==> run_1/clk_routes.png <==
The bar under the picture is 50 microns long.
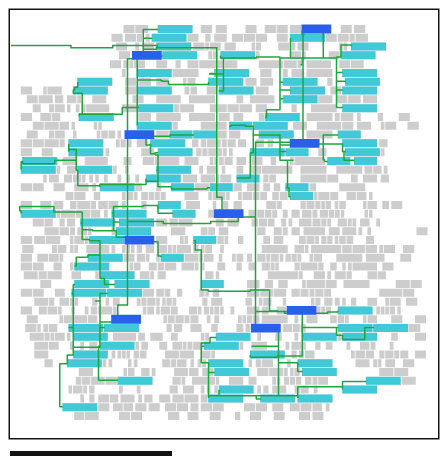
==> run_1/clocks.png <==
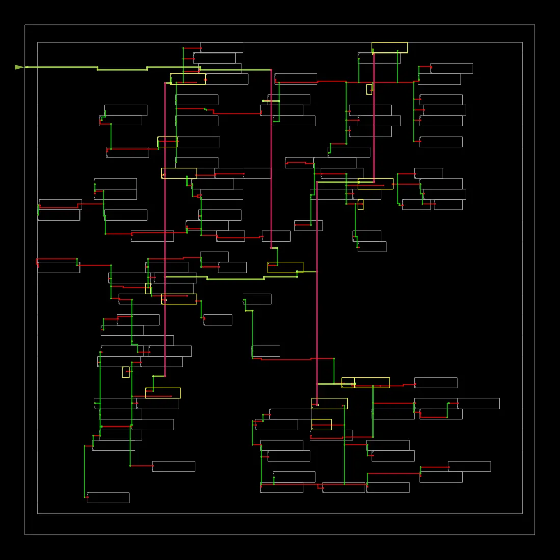
==> run_1/flops_by_reg.png <==
Other sequential cells in the stronger gray, the rest of the logic in the fainter gray.
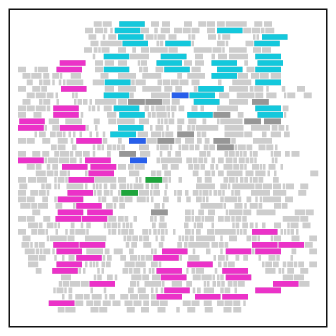
==> run_1/wires.png <==
The bar under the picture is 50 microns long.
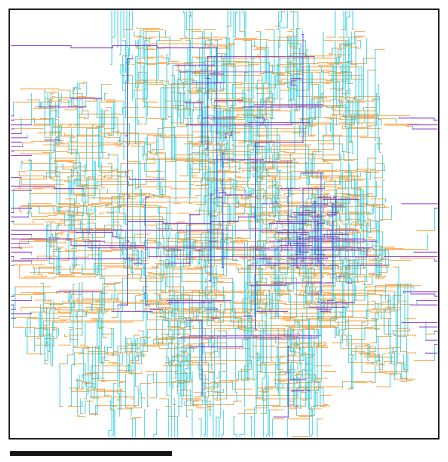
==> config.mk <==
export PLATFORM = sky130hd
export DESIGN_NAME = port_queue_scheduler
export DESIGN_NICKNAME = d
export VERILOG_FILES = /design/src/rtl/port_queue_scheduler.sv
export SDC_FILE = /design/constraint.sdc
export NUM_CORES = 1
export LEC_CHECK = 0
export CAP_MARGIN = 5
export CORE_MARGIN = 3
export CORE_UTILIZATION = 49
export CTS_CLUSTER_DIAMETER = 60
export DETAILED_ROUTE_END_ITERATION = 10
export GPL_ROUTABILITY_DRIVEN = 0
export MAX_ROUTING_LAYER = met4
export PLACE_DENSITY_LB_ADDON = 0.2
export SLEW_MARGIN = 10
export SYNTH_ARGS = -nofsm -noshare
export SYNTH_HDL_FRONTEND = slang
export SYNTH_SLANG_ARGS = --single-unit
==> constraint.sdc <==
create_clock -name clk -period 4.6 [get_ports clk]
set_input_delay 0.92 -clock clk [delete_from_list [all_inputs] [get_ports clk]]
set_output_delay 0.92 -clock clk [all_outputs]
set_load 0.005 [all_outputs]
==> summary.txt <==
The layout was made with Yosys and OpenROAD.

The run finished with clean final reports. Summed over all nets, wire length on met2 after detailed routing comes to 10.1 mm. The floorplan core density is 50.7%. The delay of the slowest cell on the worst path is 640 ps. The total DRC errors in the routed layout is 0. The number of synthesized flops with an enable pin is 80.

The final timing report lists clock skew as 7.76 ps. The inserted tap cell count is 211. The logs give a warning total of 36.

The critical path in this run is classified as reg -> reg. The count of nets left with antenna violations once routing finished came out at 0. For this run the detailed placement stage logged an HPWL of 17.0 mm. The net count after synthesis is 887.

The dominant kind of cell is combinational gates. Per the final layout report, the fraction of cells sized above drive strength 1 comes to 10.3%. Per the Yosys statistics, synthesis produced 787 cells.

The number of sequential cells reported for the layout is 97. The critical path data required time is 4590 ps. The length of routed met3 wiring is 1.66 mm. Dividing the detail-routed via count by the number of cells gives 6.03. The number of flip-flops in the largest register is 48. The count of antenna diodes in the layout is 0. The maximum number of pins on one net before global-route repair is 26. The smallest setup slack after layout is 652 ps.

The net switching power figure is 1.17 mW. The port buffer count is 110. The violation tally recorded at the end of detailed-routing iteration 0 is 597. The multi-input logic cell count is 604. For this run, the register share of the synthesized area comes to 35.1%. The number of antenna violations at the first check in global routing is 0.

According to the floorplan log, the row count is 45. The group drawing the most power is combinational cells. The highest layer touched by signal routing is met4.

The post-placement cell area is 9180 sq um. The floorplan step defined a die boundary enclosing 17,500 sq um. The first-pass iteration count of the detailed router is 5.

The transition time recorded at the tightest slew-check pin is 908 ps. The count of endpoints failing setup in the final report is 0. The power density over the cells is 335 nW/um^2. The number of hold buffers added after cts is 0. The number of filler instances in the final layout is 1,307. The startpoint type of the worst setup path is a flop. Per the timing report, the achievable frequency comes out to 253 MHz. Setup slack on the worst path after placement came out at 371 ps. The routed length on met1 is 9.48 mm.

Listed in order, past its start point the critical path passes or4_4 > or3_4 > a41oi_2 > mux2i_1 > a21boi_0 > and3_1 > and4_4 > nor2_1 > buf_4 > o21ai_0. The report shows a maximum critical-path fanout of 15. The switching share of power is 37.1%. The setup check on the worst reg-to-reg path leaves a slack of 650 ps. The TritonCTS clock tree is built. The number of gates resized after cts is 0. The final sum of negative setup slack is 0 ps. The internal power is 1.99 mW. The combinational power is 1.24 mW.

Sequential power for this build is 1.20 mW.
-- clk_routes.png (at the start) --
blue -> clock drivers  # count 9
green -> clock wires  # length 1,310 microns
cyan -> flip-flops  # count 97
flops lie = widely spread
power drawn by the clock network: 0.728 mW
latest clock arrival within the worst-skew pair: 350 ps
part of the total power dissipated in the clock network: 23.0%

-- clocks.png (at the start) --
number of buffers created by CTS: 9
total of clock buffers placed in the layout: 14

-- flops_by_reg.png (at the start) --
green -> `state`  # sequential cells 2
blue -> `grant_priority`  # sequential cells 3
magenta -> `cnt`  # sequential cells 48
cyan -> `credit`  # sequential cells 32
sequential standard cell area: 2740 sq um
register share of the cell area: 29.0%
final core utilization: 61.3%

-- wires.png (at the start) --
blue -> metal 4  # wire length 563 microns
purple -> metal 3  # wire length 1,660 microns
cyan -> metal 2  # wire length 10,100 microns
orange -> metal 1  # wire length 9,480 microns
total wirelength of the detailed-routed design: 21.8 mm
GRT Overall Usage: 25.7%
routed wire length per instance: 19.5 microns
Vias: 6,754

==> run 1: Yosys cell counts, types with 3 or more instances <==
cell / number / share of area [%]
sky130_fd_sc_hd__a211oi_1: 16 / 1.5
sky130_fd_sc_hd__a21o_1: 32 / 3.1
sky130_fd_sc_hd__a21oi_1: 42 / 2.7
sky130_fd_sc_hd__a31o_2: 3 / 0.34
sky130_fd_sc_hd__a31oi_1: 4 / 0.32
sky130_fd_sc_hd__and2_1: 5 / 0.40
sky130_fd_sc_hd__and3_1: 4 / 0.32
sky130_fd_sc_hd__buf_2: 7 / 0.45
sky130_fd_sc_hd__clkbuf_1: 9 / 0.43
sky130_fd_sc_hd__dfxtp_1: 17 / 4.4
sky130_fd_sc_hd__edfxtp_1: 80 / 31
sky130_fd_sc_hd__fa_1: 7 / 1.8
sky130_fd_sc_hd__ha_1: 44 / 7.0
sky130_fd_sc_hd__inv_1: 61 / 2.9
sky130_fd_sc_hd__mux2_1: 9 / 1.3
sky130_fd_sc_hd__mux2_2: 9 / 1.3
sky130_fd_sc_hd__mux2i_1: 26 / 3.3
sky130_fd_sc_hd__mux4_1: 3 / 1.0
sky130_fd_sc_hd__mux4_2: 16 / 4.6
sky130_fd_sc_hd__nand2_1: 66 / 3.2
sky130_fd_sc_hd__nand2b_1: 9 / 0.72
sky130_fd_sc_hd__nand3_1: 16 / 1.0
sky130_fd_sc_hd__nand3b_1: 3 / 0.29
sky130_fd_sc_hd__nand4_1: 10 / 0.80
sky130_fd_sc_hd__nor2_1: 85 / 4.1
sky130_fd_sc_hd__nor2b_1: 6 / 0.48
sky130_fd_sc_hd__nor3_1: 23 / 1.5
sky130_fd_sc_hd__nor4_1: 8 / 0.64
sky130_fd_sc_hd__nor4_2: 9 / 1.4
sky130_fd_sc_hd__nor4_4: 8 / 2.2
sky130_fd_sc_hd__o21ai_0: 27 / 1.7
sky130_fd_sc_hd__o21bai_1: 4 / 0.38
sky130_fd_sc_hd__o221ai_1: 5 / 0.56
sky130_fd_sc_hd__o22ai_1: 6 / 0.48
sky130_fd_sc_hd__o31ai_1: 3 / 0.29
sky130_fd_sc_hd__or2_2: 3 / 0.24
sky130_fd_sc_hd__or3_1: 8 / 0.64
sky130_fd_sc_hd__xnor2_1: 22 / 2.5
sky130_fd_sc_hd__xor2_1: 21 / 2.4
==> run 1: metrics by stage <==
stage	instances	hold slack (ps)
floorplan	787	451
global placement	1104	463
detailed placement	1104	476
CTS	1120	485
global route	1120	542
finish	1120	489
==> run 1: cells by family after synthesis <==
group | share of synthesized area, %
xor+xnor | 4.81
fa+ha+maj | 8.83
compound gates | 15.4
simple gates | 19.5
flops | 35.1
buf+inv | 4.85
mux | 11.5
==> run 1: per-layer routing <==
metal | vias up | GRT usage [%]
li1 | 3153 | -
met1 | 3268 | 34.2
met2 | 286 | 39.5
met3 | 47 | 4.85
met4 | 0 | 9.01
met5 | - | -
==> run 1: cell usage in the layout, fill, tap and decap left out, drive strengths merged, types with 19 or more instances in the layout <==
master,n
clkdlybuf4s50,109
nor2,85
edfxtp,80
nand2,66
inv,62
ha,44
a21oi,42
a21o,32
o21ai,28
mux2i,26
nor4,25
nor3,23
xnor2,22
xor2,21
buf,20
mux4,19
No activity file was given, so power comes from the tool's default toggle rates.
